Run 1, power grid:
Bar = 10 µm. Pins as bars on the die edge.
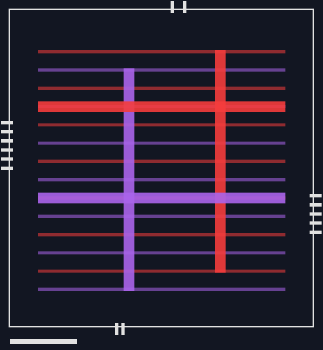
Run 1, cells coloured by class:
Fill, decap, tap and diode cells in grey.
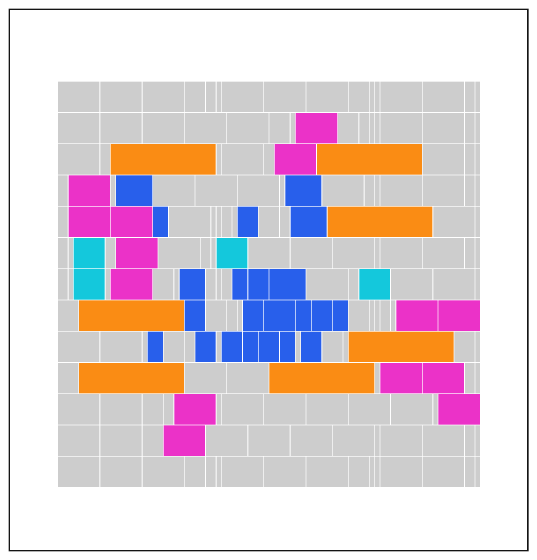
Run 1, clock distribution:
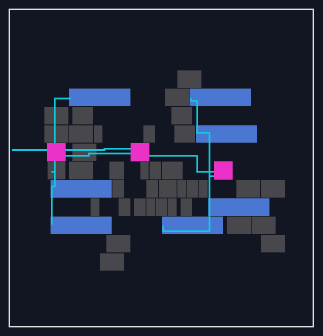
File: config.mk
export PLATFORM = sky130hd
export DESIGN_NAME = priority_encoder_4_2_flat
export DESIGN_NICKNAME = d
export VERILOG_FILES = /design/src/rtl/priority_encoder_4_2_if.sv /design/src/rtl/priority_encoder_4_2.sv /design/src/flat_wrapper.sv
export SDC_FILE = /design/constraint.sdc
export NUM_CORES = 1
export LEC_CHECK = 0
export CAP_MARGIN = 20
export CORE_AREA = 4 4 41 43
export CTS_BUF_LIST = sky130_fd_sc_hd__clkbuf_4 sky130_fd_sc_hd__clkbuf_8
export DETAILED_ROUTE_END_ITERATION = 12
export DIE_AREA = 0 0 45 47
export HOLD_SLACK_MARGIN = 0.05
export PLACE_DENSITY_LB_ADDON = 0.08
export SLEW_MARGIN = 20
export SYNTH_ARGS = -nofsm -noshare
export SYNTH_HDL_FRONTEND = slang
export SYNTH_SLANG_ARGS = --single-unit
File: constraint.sdc
create_clock -name clk -period 2.9 [get_ports clk]
set_clock_uncertainty 0.15 [all_clocks]
set_input_delay 0.29 -clock clk [delete_from_list [all_inputs] [get_ports clk]]
set_output_delay 0.29 -clock clk [all_outputs]
set_load 0.005 [all_outputs]
File: src/rtl/priority_encoder_4_2_if.sv
// Request/presentation bundle for the registered 4-to-2 priority encoder.
// master drives requests and ack; slave is the encoder.
interface priority_encoder_4_2_if #(
   parameter int A_W = 2
);
   localparam int N = 2 ** A_W;

   logic           en;
   logic [N-1:0]   y;
   logic [A_W-1:0] a;
   logic           valid;
   logic           ack;
   logic [N-1:0]   pending;

   modport master (output en, y, ack, input a, valid, pending);
   modport slave  (input en, y, ack, output a, valid, pending);
endinterface

File: src/rtl/priority_encoder_4_2.sv
// Registered priority encoder: latches requests as pending bits and presents
// the highest pending index, held stable until acknowledged.
module priority_encoder_4_2 #(
   parameter int A_W = 2
) (
   input  logic                  clk,
   input  logic                  rst_n,
   priority_encoder_4_2_if.slave bus
);
   localparam int N = 2 ** A_W;

   localparam logic [0:0] IDLE    = 1'b0;
   localparam logic [0:0] PRESENT = 1'b1;

   logic [0:0]     state_q, state_d;
   logic [N-1:0]   pending_q, pending_d;
   logic [A_W-1:0] a_q, a_d;
   logic [N-1:0]   clr;
   logic [A_W-1:0] code;

   // Ascending scan: the last set bit seen is the highest index, so it wins.
   always_comb begin
      code = '0;
      for (int unsigned i = 0; i < N; i++) begin
         if (pending_q[i]) code = A_W'(i);
      end
   end

   // Set is OR-ed in after the clear so a same-cycle request survives its ack.
   always_comb begin
      clr = '0;
      if (state_q == PRESENT && bus.ack) clr[a_q] = 1'b1;
      pending_d = (pending_q & ~clr) | (bus.en ? bus.y : '0);
   end

   always_comb begin
      state_d = state_q;
      a_d     = a_q;
      case (state_q)
         IDLE: begin
            if (pending_q != '0) begin
               a_d     = code;
               state_d = PRESENT;
            end
         end
         PRESENT: begin
            if (bus.ack) state_d = IDLE;
         end
         default: state_d = IDLE;
      endcase
   end

   always_ff @(posedge clk or negedge rst_n) begin
      if (!rst_n) begin
         state_q   <= IDLE;
         pending_q <= '0;
         a_q       <= '0;
      end else begin
         state_q   <= state_d;
         pending_q <= pending_d;
         a_q       <= a_d;
      end
   end

   assign bus.a       = a_q;
   assign bus.valid   = (state_q == PRESENT);
   assign bus.pending = pending_q;
endmodule

File: src/flat_wrapper.sv
// flat-port wrapper written by rule: the top's interface ports become plain ports
module priority_encoder_4_2_flat 
#(
   parameter int A_W = 2
)
  (clk, rst_n, bus_en, bus_y, bus_ack, bus_a, bus_valid, bus_pending);
  priority_encoder_4_2_if #(.A_W(A_W)) bus_i ();
  input  logic clk;
  input  logic rst_n;
  input wire logic [$bits(bus_i.en)-1:0] bus_en;
  input wire logic [$bits(bus_i.y)-1:0] bus_y;
  input wire logic [$bits(bus_i.ack)-1:0] bus_ack;
  output wire logic [$bits(bus_i.a)-1:0] bus_a;
  output wire logic [$bits(bus_i.valid)-1:0] bus_valid;
  output wire logic [$bits(bus_i.pending)-1:0] bus_pending;
  assign bus_i.en = bus_en;
  assign bus_i.y = bus_y;
  assign bus_i.ack = bus_ack;
  assign bus_a = bus_i.a;
  assign bus_valid = bus_i.valid;
  assign bus_pending = bus_i.pending;
  priority_encoder_4_2 #(.A_W(A_W)) u_core (.clk(clk), .rst_n(rst_n), .bus(bus_i));
endmodule
==> notes.md, run 1 <==
fresh numbers from the pnr run: status complete, no violations, Layout fillers 139, count of flip-flops with a built-in enable after synthesis 0, Compound-Gate Fraction of Synth Area 20.8%, Combinational Area 116 µm², Synth Cell Area 307 µm², worst setup path startpoint u_core.bus.valid, grt met2 use 9.89%, number of global-route vias before repair 254, GRT overflow 0, highest cell delay on the worst timing path 0.56 ns, required time of the critical path 2.46 ns, area share of and/or/nand/nor cells after synthesis 17.1%, number of setup violations in the final report 0, worst hold slack across all endpoints 0.150 ns, total placed cells including tap cells 58, layout cell share with drive strength beyond 1 8.51%, count of max-cap constraint violations 0, number of failing hold endpoints at the final stage 0, final weighted congestion in routability-driven placement 0.734, Bufs and invs on worst path 1, Inserted Clock Buffers 3, Yosys Instances 30, most common cell in the netlist dfrtp_1, clock tree from TritonCTS built, register area share after synthesis 57.1%, Async S/R FF share, synth 100%, sum of negative setup slack 0 ns, Top-Level Pins 15, total die size 2120 µm², most common library cells after synthesis dfrtp_1 (7), nor2_1 (4), o21ai_0 (4), CTS sink cnt 7, cell count after synthesis 30, Clk pin slew, worst setup/hold paths 0.05 ns, Area Overhead vs Synth 58.0%, Highest Clock Rate 572 MHz, sort of element at the start of the critical path flip-flop, Resized cells post-CTS 0, Power, Total 0.315 mW, YS warnings 0, worst reg2reg path startpoint u_core.bus.valid, mean area per synthesized cell 10.2 µm², number of logic stages on the critical path including buffering 1, r2r setup slk 1.80 ns, slew at the pin closest to its max-slew limit 0.317 ns, Die Span X 45 µm, length in cells of the worst reg-to-reg path 2, timing endpoint of the critical path bus_valid, DR vias/cell 4.56, clock root buffer clkbuf_4, tally of unique sky130hd cells used after synthesis 14, Final Non-Filler Cells 62, post-route core utilization 37.2%, number of warning messages in the logs 26, leakage 0.198 nW, register cell area after layout 175 µm², multiplexer fraction of the synthesized cell area 0%, largest fanout on the critical path 11, worst slew margin relative to its limit 78.8%, iteration-0 DRC count of the detailed router 1, count of H-tree levels built during CTS 1, setup repair after global routing missed its margin false, final critical path time including I/O delays and setup 1.75 ns, sort of element at the end of the critical path primary output, worst reg2reg path endpoint u_core.bus.pending[3], top post-synthesis cells by area dfrtp_1 (57%), a22o_1 (8.6%), o21ai_0 (6.5%), remaining antenna violation count after routing 0
## Picture notes: 'power grid'
colour	net
purple	VSS
red	VDD
met5 straps	2
signal pins	15

## Picture notes: 'cells coloured by class'
colour	class	cells	share of their area
magenta	remaining buffers and delay cells	14	30%
orange	sequential cells	7	38%
cyan	clock drivers and dummy loads	4	6.5%
blue	remaining logic cells	22	26%
fin area: 484 µm²
row count: 13
sequential share of cell area: 36.2%
core region area: 1300 µm²

## Picture notes: 'clock distribution'
[magenta] clock-net drivers | count: 3
[blue] flip-flops | count: 7
[cyan] clock wires | length: 101 µm
routed clock nets	4
worst-skew pair later-pin latency: 0.25 ns
clock share of power: 30.3%

## run 1: layout make-up
cell class | count | share of cell area (%)
multi-input cells | 21 | 24.0
clock buffers | 4 | 6.20
flip-flops and latches | 7 | 36.2
inverters | 1 | 0.775
well taps | 15 | 3.88
repair buffers | 14 | 28.9
## run 1: report_power, final
group / internal, mW / switching [mW] / total (mW)
registers: 0.116 / 0.0264 / 0.143
clock network: 0.0617 / 0.0336 / 0.0953
logic: 0.0532 / 0.0235 / 0.0767
## run 1: layer usage
| metal | part of all wire [%] | wire, µm |
|---|---|---|
| met4 | 0 | 0 |
| met5 | 0 | 0 |
| met2 | 43 | 311 |
| met1 | 48 | 349 |
| met3 | 9.1 | 66 |
## run 1: flip-flops by register name (all words and copies together), names as in the netlist
register	cells
u_core.bus.a	2
u_core.bus.pending	4
u_core.bus.valid	1
Run 1, routed metal, one colour a layer:
Bar = 10 µm. Two of the layers only.
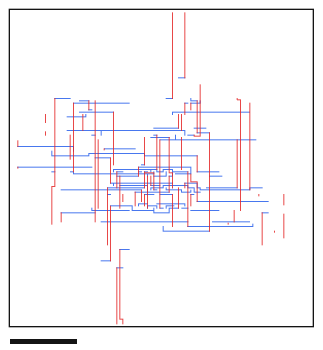

==> run 2, diff against run 1 <==
- clock period: 2.9 -> 1.55 ns (I/O delays scaled with it)
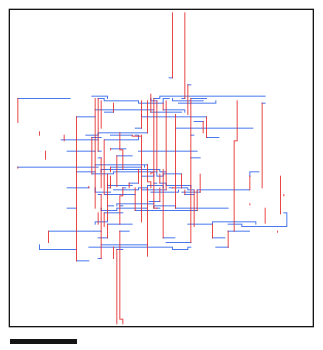
Run 2: routed metal, one colour a layer
Bar = 10 µm. Two of the layers only.
colour	layer	wire length
blue	M1	386 µm
red	M2	376 µm

==> notes.md, run 2 <==
fresh numbers from the pnr run: status complete, no violations, mean area per synthesized cell 10.2 µm², non-clock inverter instance count of the final layout 1, sort of element at the start of the critical path flip-flop, number of multi-input combinational cells in the layout 21, remaining antenna violation count after routing 0, flip-flop count of the largest register, all copies and words added 4, final weighted congestion in routability-driven placement 0.753, count of flip-flops with a built-in enable after synthesis 0, worst slew margin relative to its limit 78.3%, clock root buffer clkbuf_4, grt met2 use 13.3%, YS warnings 0, fin area 513 µm², cell count after synthesis 30, clock share of power 29.5%, layout cell share with drive strength beyond 1 18.0%, switching part of the total power 26.8%, Synth Cell Area 307 µm², register cell area after layout 179 µm², sequential share of cell area 34.9%, Reg power frac 43.5%, count of H-tree levels built during CTS 1, DR vias/cell 4.69, Bufs and invs on worst path 1, group drawing the most power sequential cells, Async S/R FF share, synth 100%, iteration-0 DRC count of the detailed router 3, top post-synthesis cells by area dfrtp_1 (57%), a22o_1 (8.6%), o21ai_0 (6.5%), multiplexer fraction of the synthesized cell area 0%, Detail Route met2 WL 375 µm, Layout fillers 135, register area share after synthesis 57.1%, GRT overflow 0, area share of and/or/nand/nor cells after synthesis 17.1%, Combinational Area 116 µm², Area Overhead vs Synth 67.3%, tally of unique sky130hd cells used after synthesis 14, sort of element at the end of the critical path primary output, Yosys Instances 30, Largest cell class sequential cells, Power, Total 0.610 mW, row count 13, detailed route wirelength on metal3 65 µm, number of setup violations in the final report 0, total die size 2120 µm², Die Span X 45 µm, required time of the critical path 1.24 ns, highest cell delay on the worst timing path 0.53 ns, clock tree cell share of total cell area 5.85%, most common cell in the netlist dfrtp_1, post-route core utilization 39.4%, most common library cells after synthesis dfrtp_1 (7), nor2_1 (4), o21ai_0 (4), Inserted Clock Buffers 3, Flop+latch power 0.265 mW, count of max-cap constraint violations 0, count of inserted tapcells 15, comb pwr 0.165 mW, Top-Level Pins 15, core region area 1300 µm², final critical path time including I/O delays and setup 1.49 ns, slew at the pin closest to its max-slew limit 0.324 ns, logic share of the area 22.7%, largest fanout on the critical path 5, setup repair after global routing missed its margin false, Compound-Gate Fraction of Synth Area 20.8%
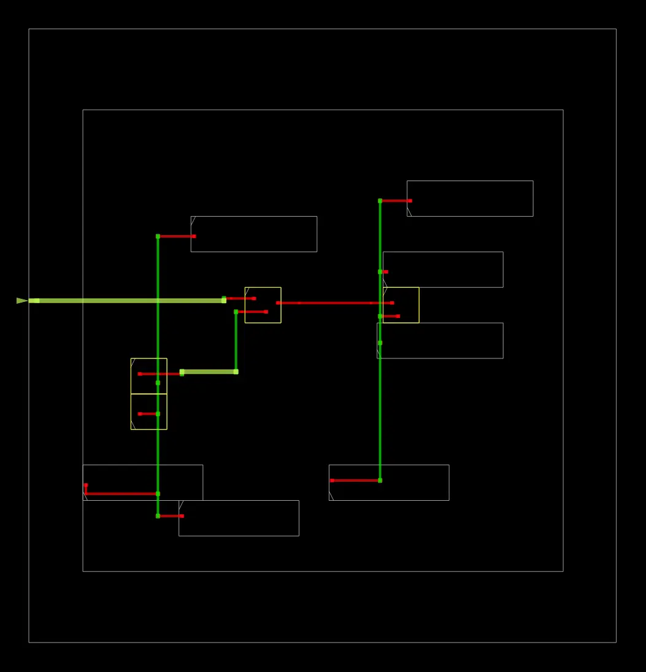
Run 2: clock wiring as the flow saved it
FFs & Latches: 7
clock tree buffer count of the final layout: 4
worst-skew pair later-pin latency: 0.24 ns
clock network power consumption: 0.180 mW
CTS sink cnt: 7

run 2: cell counts after synthesis:
Identical to the previous run, type by type.
run 2: path summary, 6_finish.rpt:
path,startpoint,end,slack [ns],depth (start not counted)
worst max-delay path,u_core.bus.pending[2],bus_pending[2],0.06,1
worst min-delay path,bus_y[2],u_core.bus.pending[2],0.31,3
worst max register to register,u_core.bus.a[1],u_core.bus.pending[0],0.38,4
worst min register to register,u_core.bus.pending[3],u_core.bus.pending[3],0.41,1
max in group asynchronous,rst_n,u_core.bus.pending[1],0.42,2
min in group asynchronous,rst_n,u_core.bus.a[1],0.57,2
run 2: worst reg2reg max path: cells and delay by family (launching register included):
| kind | cells | cell delay [ns] |
|---|---|---|
| simple gates | 2 | 0.19 |
| compound gates | 1 | 0.18 |
| buf+inv | 1 | 0.15 |
| flops | 1 | 0.39 |
Run 2, cells coloured by class:
Fill, decap, tap and diode cells in grey.
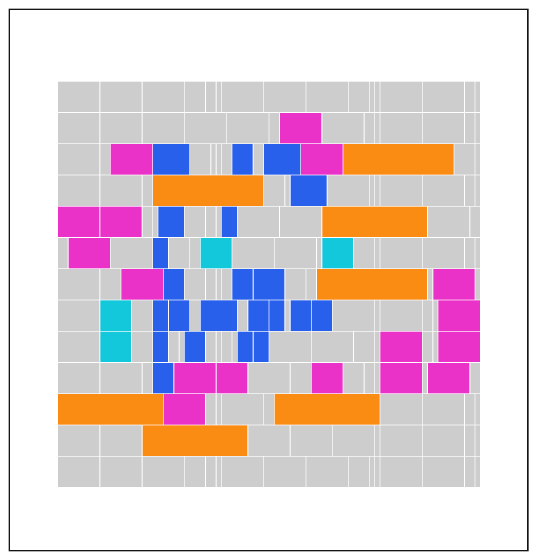

==> run 3, diff against run 2 <==
- HOLD_SLACK_MARGIN: 0.05 -> not set
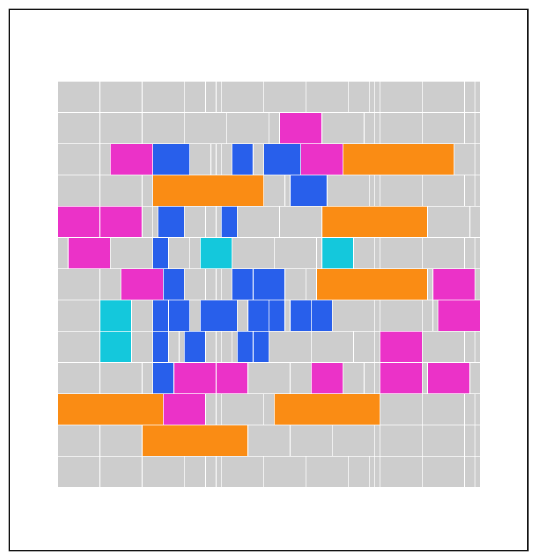
Run 3: cells coloured by class
Fill, decap, tap and diode cells in grey.
colour	class	cells	share of their area
orange	sequential cells	7	37%
cyan	clock drivers and dummy loads	4	6.2%
magenta	remaining buffers and delay cells	16	32%
blue	remaining logic cells	22	25%

==> notes.md, run 3 <==
fresh numbers from the pnr run: status complete, no violations, GRT overflow 0, register cell area after layout 179 µm², length in cells of the worst reg-to-reg path 4, worst reg2reg path endpoint u_core.bus.pending[0], remaining antenna violation count after routing 0, worst setup path startpoint u_core.bus.pending[2], Top Metal Used met3, worst-skew pair later-pin latency 0.24 ns, highest cell delay on the worst timing path 0.53 ns, logic share of the area 23.1%, Bufs and invs on worst path 1, Largest cell class sequential cells, area share of the leading cell type in the synthesized netlist 57.1%, non-clock inverter instance count of the final layout 1, number of global-route vias before repair 292, Layout fillers 136, switching part of the total power 26.9%, comb pwr 0.163 mW, cell count after synthesis 30, most common library cells after synthesis dfrtp_1 (7), nor2_1 (4), o21ai_0 (4), routed length on met1 374 µm, fin area 503 µm², detailed route wirelength on metal3 70 µm, count of H-tree levels built during CTS 1, group drawing the most power sequential cells, sort of element at the end of the critical path primary output, critical path class reg2out, iteration-0 DRC count of the detailed router 3, clock root buffer clkbuf_4, sequential share of cell area 35.6%, clock tree buffer count of the final layout 4, Detail Route met2 WL 373 µm, Synth Cell Area 307 µm², Combinational Area 116 µm², setup repair after global routing missed its margin false, Pwr per Cell Area 1210 nW/µm², slew at the pin closest to its max-slew limit 0.324 ns, number of logic stages on the critical path including buffering 1, Final Non-Filler Cells 64, count of flip-flops with a built-in enable after synthesis 0, Top-Level Pins 15, register area share after synthesis 57.1%, Signal buffers 16, DR vias/cell 4.73, required time of the critical path 1.24 ns, hold-fix buffers at CTS 0, Starting Density 23.6%, worst hold slack across all endpoints 0.0210 ns, sum of negative setup slack 0 ns, r2r setup slk 0.38 ns, Inserted Clock Buffers 3, total die size 2120 µm², final critical path time including I/O delays and setup 1.49 ns, tally of unique sky130hd cells used after synthesis 14, worst reg2reg path startpoint u_core.bus.a[1], flip-flop count of the largest register, all copies and words added 4, Power, Total 0.608 mW, core region area 1300 µm², number of warning messages in the logs 26, Die Span X 45 µm, Flop+latch power 0.265 mW, leakage 0.205 nW, CTS sink cnt 7, Clk pin slew, worst setup/hold paths 0.05 ns, Highest Clock Rate 673 MHz, total internal power 0.445 mW, most common cell in the netlist dfrtp_1, top post-synthesis cells by area dfrtp_1 (57%), a22o_1 (8.6%), o21ai_0 (6.5%), clock network power consumption 0.180 mW, buffer count from post-CTS setup fixing 0, number of failing hold endpoints at the final stage 0, area figure in the yosys stat output 307 µm², Resized cells post-CTS 0, final weighted congestion in routability-driven placement 0.753, clock share of power 29.6%, timing endpoint of the critical path bus_pending[2], net switching power of the design 0.163 mW, relative area of non-clock buffer cells in the final design 30.8%, post-route core utilization 38.7%, sort of element at the start of the critical path flip-flop, Reg power frac 43.6%, row count 13, count of max-cap constraint violations 0, total placed cells including tap cells 59, number of multi-input combinational cells in the layout 21, clock tree from TritonCTS built, number of setup violations in the final report 0, largest fanout on the critical path 5, combinational fraction of design power 26.8%, YS warnings 0, clock tree cell share of total cell area 5.97%, mean area per synthesized cell 10.2 µm², Yosys Instances 30, count of inserted tapcells 15, Area Overhead vs Synth 64.1%, FFs & Latches 7, layout cell share with drive strength beyond 1 18.4%
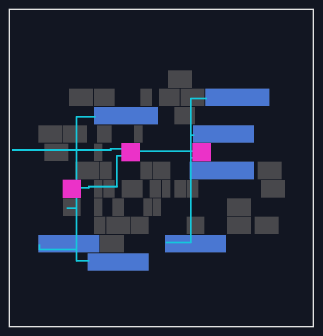
Run 3: clock distribution
[magenta] clock-net drivers | count: 3
[cyan] clock wires | length: 103 µm
[blue] flip-flops | count: 7
routed clock nets	4

run 3: worst min-delay path by stage:
| stage | slack (ns) | endpoint | depth (start not counted) | start |
|---|---|---|---|---|
| after floorplan | -0.29 | u_core.bus.a[0] | 0 | rst_n |
| after global placement | 0.29 | u_core.bus.a[0] | 1 | rst_n |
| after detailed placement | 0.29 | u_core.bus.valid | 1 | rst_n |
| after CTS | 0.02 | u_core.bus.pending[2] | 1 | rst_n |
| after global routing | 0.03 | u_core.bus.pending[0] | 1 | rst_n |
| final | 0.02 | u_core.bus.a[1] | 1 | rst_n |
run 3: logic make-up (layout without fill, tap and decap cells):
group                  count (synthesis)  after routing  synth area share [%]
AOI/OAI and AO/OA                     10             10                  20.8
buffers and inverters                  2             21                  4.90
DFF                                    7              7                  57.1
and+or+nand+nor                       11             11                  17.1
Power figures rest on the tool's default switching activity, not on a simulated workload.
